`src/rtl/axi_sram_bridge.sv`:
```
// axi_sram_bridge: single-outstanding AXI4 slave driving a word-wide SRAM port.
// Define AXI_SRAM_BRIDGE_ERRCHK_EN to answer bad size/burst and w_last mismatches with SLVERR.
module axi_sram_bridge #(
    parameter int SRAM_LAT = 1
) (
    input  logic        clk,
    input  logic        rst_n,
    input  logic [7:0]  io_axi_ar_id,
    input  logic [31:0] io_axi_ar_addr,
    input  logic [7:0]  io_axi_ar_len,
    input  logic [2:0]  io_axi_ar_size,
    input  logic [1:0]  io_axi_ar_burst,
    input  logic        io_axi_ar_valid,
    output logic        io_axi_ar_ready,
    output logic [7:0]  io_axi_r_id,
    output logic [1:0]  io_axi_r_resp,
    output logic [31:0] io_axi_r_data,
    output logic        io_axi_r_last,
    output logic        io_axi_r_valid,
    input  logic        io_axi_r_ready,
    input  logic [7:0]  io_axi_aw_id,
    input  logic [31:0] io_axi_aw_addr,
    input  logic [7:0]  io_axi_aw_len,
    input  logic [2:0]  io_axi_aw_size,
    input  logic [1:0]  io_axi_aw_burst,
    input  logic        io_axi_aw_valid,
    output logic        io_axi_aw_ready,
    input  logic [31:0] io_axi_w_data,
    input  logic [3:0]  io_axi_w_strb,
    input  logic        io_axi_w_last,
    input  logic        io_axi_w_valid,
    output logic        io_axi_w_ready,
    output logic [7:0]  io_axi_b_id,
    output logic [1:0]  io_axi_b_resp,
    output logic        io_axi_b_valid,
    input  logic        io_axi_b_ready,
    output logic [19:0] io_sram_addr,
    output logic [31:0] io_sram_din,
    output logic        io_sram_en,
    output logic        io_sram_re,
    output logic        io_sram_we,
    output logic [3:0]  io_sram_wmask,
    input  logic [31:0] io_sram_dout
);
    typedef enum logic [2:0] {IDLE, RD_ISSUE, RD_WAIT, RD_RESP, WR_DATA, WR_RESP} state_t;

    localparam logic [2:0] LAT_M1      = 3'(SRAM_LAT - 1);
    localparam logic [1:0] BURST_FIXED = 2'b00;
    localparam logic [1:0] RESP_OKAY   = 2'b00;
    localparam logic [1:0] RESP_SLVERR = 2'b10;

    state_t      state_reg, state_next;
    logic        prefer_rd_reg, prefer_rd_next;
    logic        ready_en_reg;
    logic [7:0]  id_reg, id_next;
    logic [7:0]  len_reg, len_next;
    logic [7:0]  beat_reg, beat_next;
    logic [19:0] addr_reg, addr_next;
    logic [1:0]  burst_reg, burst_next;
    logic [2:0]  lat_cnt_reg, lat_cnt_next;
    logic [31:0] data_reg, data_next;
    logic [31:0] din_reg, din_next;
    logic [3:0]  wmask_reg, wmask_next;
    logic        pulse_reg, pulse_next;
    logic        err_reg, err_next;
    logic        wlast_err_reg, wlast_err_next;

    logic        idle_ok, ar_hs, aw_hs, w_hs, last_beat;
    logic        ar_bad, aw_bad, wlast_bad;
    logic        rd_act, wr_act;
    logic [19:0] addr_step;

`ifdef AXI_SRAM_BRIDGE_ERRCHK_EN
    assign ar_bad    = (io_axi_ar_size != 3'b010) || (io_axi_ar_burst == 2'b11);
    assign aw_bad    = (io_axi_aw_size != 3'b010) || (io_axi_aw_burst == 2'b11);
    assign wlast_bad = (io_axi_w_last != last_beat);
`else
    assign ar_bad    = 1'b0;
    assign aw_bad    = 1'b0;
    assign wlast_bad = 1'b0;
    logic unused_cfg;
    assign unused_cfg = ^{io_axi_ar_size, io_axi_aw_size, io_axi_w_last};
`endif

    logic unused_addr;
    assign unused_addr = ^{io_axi_ar_addr[31:22], io_axi_ar_addr[1:0],
                           io_axi_aw_addr[31:22], io_axi_aw_addr[1:0]};

    // ready stays low until the first edge after reset release
    assign idle_ok         = (state_reg == IDLE) && ready_en_reg;
    assign io_axi_ar_ready = idle_ok && (!io_axi_aw_valid || prefer_rd_reg);
    assign io_axi_aw_ready = idle_ok && (!io_axi_ar_valid || !prefer_rd_reg);
    assign io_axi_w_ready  = (state_reg == WR_DATA) && !pulse_reg;
    assign ar_hs           = io_axi_ar_valid && io_axi_ar_ready;
    assign aw_hs           = io_axi_aw_valid && io_axi_aw_ready;
    assign w_hs            = io_axi_w_valid && io_axi_w_ready;
    assign last_beat       = (beat_reg == len_reg);
    assign addr_step       = (burst_reg == BURST_FIXED) ? addr_reg : addr_reg + 20'd1;

    assign io_axi_r_valid = (state_reg == RD_RESP);
    assign io_axi_r_id    = id_reg;
    assign io_axi_r_data  = data_reg;
    assign io_axi_r_resp  = err_reg ? RESP_SLVERR : RESP_OKAY;
    assign io_axi_r_last  = io_axi_r_valid && last_beat;
    assign io_axi_b_valid = (state_reg == WR_RESP);
    assign io_axi_b_id    = id_reg;
    assign io_axi_b_resp  = (err_reg || wlast_err_reg) ? RESP_SLVERR : RESP_OKAY;

    assign rd_act        = ((state_reg == RD_ISSUE) || (state_reg == RD_WAIT)) && !err_reg;
    assign wr_act        = (state_reg == WR_DATA) && pulse_reg && !err_reg;
    assign io_sram_addr  = addr_reg;
    assign io_sram_din   = din_reg;
    assign io_sram_en    = rd_act || wr_act;
    assign io_sram_re    = rd_act;
    assign io_sram_we    = wr_act;
    assign io_sram_wmask = wr_act ? wmask_reg : 4'b0000;

    always_ff @(posedge clk or negedge rst_n) begin
        if (!rst_n) begin
            state_reg     <= IDLE;
            prefer_rd_reg <= 1'b1;
            ready_en_reg  <= 1'b0;
            id_reg        <= '0;
            len_reg       <= '0;
            beat_reg      <= '0;
            addr_reg      <= '0;
            burst_reg     <= '0;
            lat_cnt_reg   <= '0;
            data_reg      <= '0;
            din_reg       <= '0;
            wmask_reg     <= '0;
            pulse_reg     <= 1'b0;
            err_reg       <= 1'b0;
            wlast_err_reg <= 1'b0;
        end else begin
            state_reg     <= state_next;
            prefer_rd_reg <= prefer_rd_next;
            ready_en_reg  <= 1'b1;
            id_reg        <= id_next;
            len_reg       <= len_next;
            beat_reg      <= beat_next;
            addr_reg      <= addr_next;
            burst_reg     <= burst_next;
            lat_cnt_reg   <= lat_cnt_next;
            data_reg      <= data_next;
            din_reg       <= din_next;
            wmask_reg     <= wmask_next;
            pulse_reg     <= pulse_next;
            err_reg       <= err_next;
            wlast_err_reg <= wlast_err_next;
        end
    end

    always_comb begin
        state_next     = state_reg;
        prefer_rd_next = prefer_rd_reg;
        id_next        = id_reg;
        len_next       = len_reg;
        beat_next      = beat_reg;
        addr_next      = addr_reg;
        burst_next     = burst_reg;
        lat_cnt_next   = lat_cnt_reg;
        data_next      = data_reg;
        din_next       = din_reg;
        wmask_next     = wmask_reg;
        pulse_next     = pulse_reg;
        err_next       = err_reg;
        wlast_err_next = wlast_err_reg;
        case (state_reg)
            IDLE: begin
                if (idle_ok && io_axi_ar_valid && io_axi_aw_valid)
                    prefer_rd_next = !prefer_rd_reg;
                if (ar_hs) begin
                    id_next        = io_axi_ar_id;
                    addr_next      = io_axi_ar_addr[21:2];
                    len_next       = io_axi_ar_len;
                    burst_next     = io_axi_ar_burst;
                    beat_next      = 8'd0;
                    err_next       = ar_bad;
                    wlast_err_next = 1'b0;
                    state_next     = RD_ISSUE;
                end else if (aw_hs) begin
                    id_next        = io_axi_aw_id;
                    addr_next      = io_axi_aw_addr[21:2];
                    len_next       = io_axi_aw_len;
                    burst_next     = io_axi_aw_burst;
                    beat_next      = 8'd0;
                    err_next       = aw_bad;
                    wlast_err_next = 1'b0;
                    pulse_next     = 1'b0;
                    state_next     = WR_DATA;
                end
            end
            RD_ISSUE: begin
                if (LAT_M1 == 3'd0) begin
                    data_next  = err_reg ? 32'd0 : io_sram_dout;
                    state_next = RD_RESP;
                end else begin
                    lat_cnt_next = 3'd1;
                    state_next   = RD_WAIT;
                end
            end
            RD_WAIT: begin
                if (lat_cnt_reg == LAT_M1) begin
                    data_next  = err_reg ? 32'd0 : io_sram_dout;
                    state_next = RD_RESP;
                end else begin
                    lat_cnt_next = lat_cnt_reg + 3'd1;
                end
            end
            RD_RESP: begin
                if (io_axi_r_ready) begin
                    if (last_beat) begin
                        state_next = IDLE;
                    end else begin
                        beat_next  = beat_reg + 8'd1;
                        addr_next  = addr_step;
                        state_next = RD_ISSUE;
                    end
                end
            end
            WR_DATA: begin
                // the cycle after each W handshake is the SRAM write pulse
                if (pulse_reg) begin
                    pulse_next = 1'b0;
                    if (last_beat) begin
                        state_next = WR_RESP;
                    end else begin
                        beat_next = beat_reg + 8'd1;
                        addr_next = addr_step;
                    end
                end else if (w_hs) begin
                    din_next       = io_axi_w_data;
                    wmask_next     = io_axi_w_strb;
                    pulse_next     = 1'b1;
                    wlast_err_next = wlast_err_reg || wlast_bad;
                end
            end
            WR_RESP: begin
                if (io_axi_b_ready)
                    state_next = IDLE;
            end
            default: state_next = IDLE;
        endcase
    end
endmodule

```
`config.mk`:
```
export PLATFORM = sky130hd
export DESIGN_NAME = axi_sram_bridge
export DESIGN_NICKNAME = d
export VERILOG_FILES = /design/src/rtl/axi_sram_bridge.sv
export SDC_FILE = /design/constraint.sdc
export NUM_CORES = 1
export LEC_CHECK = 0
export ABC_AREA = 1
export CAP_MARGIN = 20
export CORE_MARGIN = 2
export CORE_UTILIZATION = 40
export CTS_BUF_LIST = sky130_fd_sc_hd__clkbuf_16
export DETAILED_ROUTE_END_ITERATION = 10
export PLACE_DENSITY = 0.78
export SETUP_SLACK_MARGIN = 0.15
export SYNTH_ARGS = -nofsm -noshare
export SYNTH_HDL_FRONTEND = slang
export SYNTH_SLANG_ARGS = --single-unit
```
`constraint.sdc`:
```
create_clock -name clk -period 3.2 [get_ports clk]
set_input_delay 0.32 -clock clk [delete_from_list [all_inputs] [get_ports clk]]
set_output_delay 0.32 -clock clk [all_outputs]
set_load 0.1 [all_outputs]
```
Placement by cell class:
The bar under the picture is 50 um long. Fill, decap, tap and diode cells in grey.
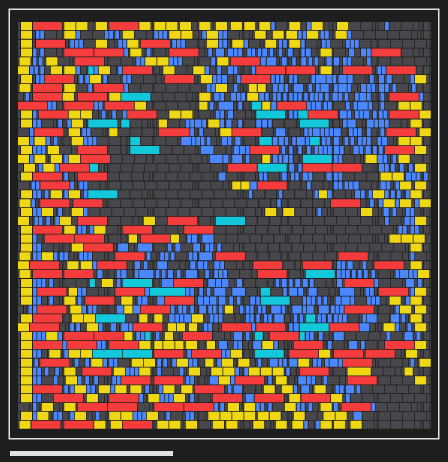
[blue] combinational and other logic | cells: 729 | share of their area: 33%
[cyan] clock drivers and dummy loads | cells: 32 | share of their area: 5.9%
[red] flops | cells: 123 | share of their area: 32%
[yellow] other buffers and delay cells | cells: 274 | share of their area: 28%

Metal 1:
Supply wires on this layer in grey.
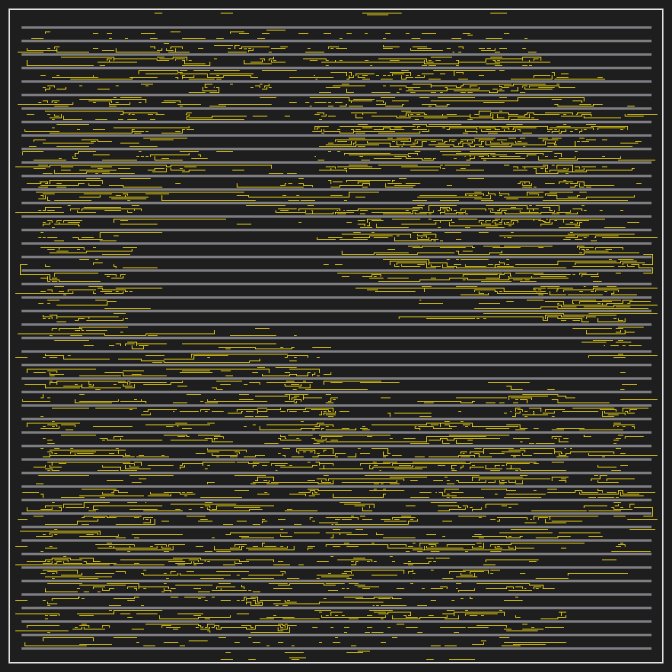
share of all routed wire: 42%
wire length on this layer: 7,850 um
longest straight run: 41.9 um
main direction: horizontal

==> impl_results.html <==
<p>Metrics extracted from the flow reports.</p>
<table>
<tr><th>Metric</th><th>Value</th></tr>
<tr><th colspan="2">Global routing</th></tr>
<tr><td>Number of global-route vias before repair</td><td>6,355</td></tr>
<tr><td>Initial antenna violation count</td><td>1</td></tr>
<tr><td>Congestion Overflow GR</td><td>0</td></tr>
<tr><td>Most Used Layer, Global Route</td><td>met2</td></tr>
<tr><td>Global-route wire length before repair</td><td>31.4 mm</td></tr>
<tr><td>Total track usage</td><td>22.5%</td></tr>
<tr><td>Largest net degree at the start of global routing</td><td>50</td></tr>
<tr><th colspan="2">Final layout</th></tr>
<tr><td>Area growth syn-to-layout</td><td>50.4%</td></tr>
<tr><td>Dominant logic cell types in the final layout</td><td>nand2_1 (406), clkdlybuf4s50_1 (245), dfrtp_1 (122)</td></tr>
<tr><td>Layout fillers</td><td>1,412</td></tr>
<tr><td>Count of nets after finishing</td><td>1,331</td></tr>
<tr><td>Share of cells above drive strength 1</td><td>7.17%</td></tr>
<tr><td>Cell area after layout</td><td>0.00976 mm^2</td></tr>
<tr><td>Sequential cell area in the final layout</td><td>about 0.0031 mm^2</td></tr>
<tr><td>Most frequently placed logic cell in the final layout</td><td>nand2_1</td></tr>
<tr><td>Core utilization of the finished layout</td><td>about three fifths</td></tr>
<tr><td>Combinational Area</td><td>a little under 0.003 mm^2</td></tr>
<tr><td>Final non-filler cell total</td><td>between 1,000 and 1,500</td></tr>
<tr><td># diodes</td><td>0</td></tr>
<tr><th colspan="2">Detailed routing</th></tr>
<tr><td>Top routing layer in use</td><td>met5</td></tr>
<tr><td>Remaining design rule violation count</td><td>0</td></tr>
<tr><td>M1 WL</td><td>between 7 and 8 mm</td></tr>
<tr><td>Met3 Routed Length</td><td>approximately 1.6 mm</td></tr>
<tr><td>Mean number of vias per cell</td><td>4.70</td></tr>
<tr><td>Starting DRT DRC Count</td><td>380</td></tr>
<tr><td>Routed met2 length</td><td>just over 9 mm</td></tr>
<tr><td>Routed WL per cell</td><td>roughly 14 um</td></tr>
<tr><td>Routed via count</td><td>6,452</td></tr>
<tr><td>Total length of routed wires</td><td>18.9 mm</td></tr>
<tr><td>Count of TritonRoute iterations in the first routing pass</td><td>5</td></tr>
<tr><td>Tally of nets with antenna violations remaining after routing</td><td>0</td></tr>
<tr><th colspan="2">Worst setup path</th></tr>
<tr><td>Critical path start-end classification</td><td>reg -&gt; out</td></tr>
<tr><td>Crit path max fanout</td><td>7</td></tr>
<tr><td>Buf+Inv Stages, Crit Path</td><td>1</td></tr>
<tr><td>Arr. time, crit path</td><td>2.06 ns</td></tr>
<tr><td>Required time of the critical path</td><td>2.88 ns</td></tr>
<tr><td>Critical Path Max Stage Delay</td><td>1.19 ns</td></tr>
<tr><td>Kind of capture point of the worst setup path</td><td>output port</td></tr>
<tr><td>Setup crit start kind</td><td>register</td></tr>
<tr><td>Largest delay share family, worst path</td><td>buffers and inverters</td></tr>
<tr><td>Reg-to-reg endpoint</td><td>io_sram_addr[3]$_DFFE_PN0P_</td></tr>
<tr><td>Crit-path cells</td><td>clkdlybuf4s50_1</td></tr>
<tr><td>Crit path depth</td><td>1</td></tr>
<tr><td>CP max stage cell</td><td>clkdlybuf4s50_1</td></tr>
<tr><td>Worst setup path endpoint</td><td>io_sram_addr[14]</td></tr>
<tr><td>Crit Reg-Reg Startpoint</td><td>state_reg[0]$_DFFE_PN0P_</td></tr>
<tr><td>Setup slack, reg-to-reg</td><td>0.87 ns</td></tr>
<tr><td>R2r worst-path depth</td><td>10</td></tr>
<tr><td>Timing startpoint of the critical path</td><td>io_sram_addr[14]$_DFFE_PN0P_</td></tr>
<tr><th colspan="2">Floorplanning</th></tr>
<tr><td>Starting density of the core</td><td>40.9%</td></tr>
<tr><td>Core Footprint</td><td>0.0159 mm^2</td></tr>
<tr><td>Chip Height</td><td>~130 um</td></tr>
<tr><td>Die Size</td><td>0.0173 mm^2</td></tr>
<tr><td>Top-Level Pins</td><td>299</td></tr>
<tr><td>X dimension of the die</td><td>between 100 and 150 um</td></tr>
<tr><td>Standard-cell rows</td><td>46</td></tr>
<tr><th colspan="2">Placed design</th></tr>
<tr><td>Post-DP HPWL</td><td>13.6 mm</td></tr>
<tr><td>Post-Place Cell Area</td><td>0.00919 mm^2</td></tr>
<tr><td>Worst Setup Slack post-DPL</td><td>0.769 ns</td></tr>
<tr><td>Total placed cells including tap cells</td><td>1,341</td></tr>
<tr><td>Final weighted congestion in routability-driven placement</td><td>0.815</td></tr>
<tr><td>Count of port buffers added during placement</td><td>263</td></tr>
<tr><th colspan="2">Logic synthesis</th></tr>
<tr><td>Most frequent cell after synthesis</td><td>nand2_1</td></tr>
<tr><td>Async set-reset flop share out of synthesis</td><td>100%</td></tr>
<tr><td>Post-synthesis share of cell area spent on and, or, nand and nor gates</td><td>36.2%</td></tr>
<tr><td>Post-synthesis sequential element count</td><td>123</td></tr>
<tr><td>XOR/XNOR Area Share</td><td>2.16%</td></tr>
<tr><td>Post-synthesis area per instance</td><td>about 7.3 um^2</td></tr>
<tr><td>AO/OA Area Share</td><td>4.90%</td></tr>
<tr><td>Post-synth top cells</td><td>nand2_1 (406), dfrtp_1 (122), nor2_1 (92), inv_1 (70), nand3_1 (50)</td></tr>
<tr><td>Gate count of the mapped netlist</td><td>895</td></tr>
<tr><td>Library cells used by synthesis</td><td>35</td></tr>
<tr><td>Count of library flops with an enable pin</td><td>0</td></tr>
<tr><td>Cell types occupying the most area after synthesis</td><td>dfrtp_1 (47%), nand2_1 (23%), nor2_1 (5.3%)</td></tr>
<tr><td>Multiplexer fraction of the synthesized cell area</td><td>0%</td></tr>
<tr><td>Count of warnings emitted by yosys</td><td>0</td></tr>
<tr><td>Post-synth top area cell</td><td>dfrtp_1</td></tr>
<tr><td>Register area share after synthesis</td><td>47.4%</td></tr>
<tr><td>Number of cells in Yosys stat</td><td>895</td></tr>
<tr><td>Top area contributor share</td><td>between 40% and 50%</td></tr>
<tr><td>Area reported by Yosys stat</td><td>0.00649 mm^2</td></tr>
<tr><td>Arithmetic-cell share of the synthesized area counting full adders, half adders and majority gates</td><td>0.771%</td></tr>
<tr><td>Dominant kind of combinational cell</td><td>simple AND/OR/NAND/NOR gates</td></tr>
<tr><td>Mapped cell area</td><td>roughly 0.0065 mm^2</td></tr>
<tr><td>Dominant register cell in the synthesized netlist</td><td>dfrtp_1</td></tr>
<tr><th colspan="2">Final timing</th></tr>
<tr><td>Slack of the critical path</td><td>around 0.82 ns</td></tr>
<tr><td>Slew at the pin closest to its max-slew limit</td><td>1.02 ns</td></tr>
<tr><td>Share of the clock period used by the worst path</td><td>74.4%</td></tr>
<tr><td>Pins Over Slew Limit</td><td>0</td></tr>
<tr><td>Number of endpoints failing setup at the final stage</td><td>0</td></tr>
<tr><td>Min cycle time layout</td><td>2.38 ns</td></tr>
<tr><td>Clock Skew</td><td>0.00839 ns</td></tr>
<tr><td>Highest attainable clock frequency</td><td>420 MHz</td></tr>
<tr><td>Unrepaired setup endpoints after global routing</td><td>false</td></tr>
<tr><td>Final hold slack</td><td>0.432 ns</td></tr>
<tr><td>Remaining max-slew budget at the tightest pin</td><td>approximately 32%</td></tr>
<tr><td>Sum Neg Setup Slack</td><td>0 ns</td></tr>
<tr><td>Number of hold violations in the final report</td><td>0</td></tr>
<tr><th colspan="2">Flow run</th></tr>
<tr><td>Total number of warnings across the stage logs</td><td>58</td></tr>
<tr><td>Max-cap violations</td><td>0</td></tr>
<tr><th colspan="2">Clock tree</th></tr>
<tr><td>Setup Buffers After CTS</td><td>0</td></tr>
<tr><td>Clock Latency Late Sink</td><td>0.42 ns</td></tr>
<tr><td>Clock Path Buffers</td><td>2</td></tr>
<tr><td>Num CTS Buffers</td><td>17</td></tr>
<tr><td>Clock transition time at the flip-flop clock pins of the worst setup and hold paths</td><td>0.06 ns</td></tr>
<tr><td>Total number of H-tree levels</td><td>4</td></tr>
<tr><td>Clock net sink count</td><td>123</td></tr>
<tr><td>Total of cells resized after clock tree synthesis</td><td>0</td></tr>
<tr><td>Cts hold-fix bufs</td><td>1</td></tr>
<tr><td>Root buffer cell</td><td>clkbuf_16</td></tr>
<tr><td>Clock tree from TritonCTS</td><td>built</td></tr>
<tr><th colspan="2">Status</th></tr>
<tr><td>Result of the run</td><td>complete, no violations</td></tr>
<tr><th colspan="2">Min path</th></tr>
<tr><td>Worst min-delay path category</td><td>in -&gt; async</td></tr>
</table>
Track usage over the die:
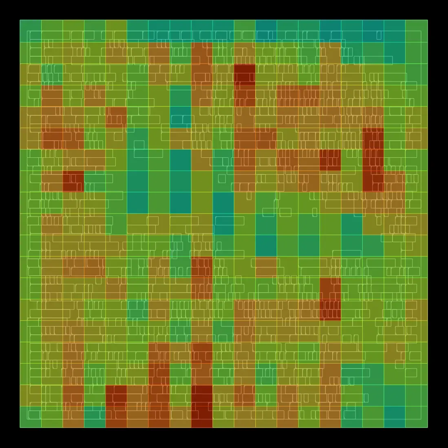
met3 GRT Util: 7.95%
routing usage on met2: 37.8%
met1 Usage GRT: 27.2%

-- final cells by class --
| class | count | share of cell area, % |
|---|---|---|
| Tap cell | 216 | 2.77 |
| Clock inverter | 15 | 1.40 |
| Sequential cell | 123 | 31.6 |
| Multi-Input combinational cell | 656 | 29.6 |
| Clock buffer | 17 | 4.36 |
| Timing Repair Buffer | 274 | 27.5 |
| Inverter | 73 | 2.83 |
-- cells by family (layout without fill, tap and decap cells) --
kind of cell | Yosys count | after routing
other | 2 | 5
XOR/XNOR | 16 | 16
flip-flops | 123 | 123
AND-OR/OR-AND | 53 | 53
AND/OR/NAND/NOR | 578 | 578
adder cells (fa/ha/maj) | 4 | 4
buffers and inverters | 119 | 379
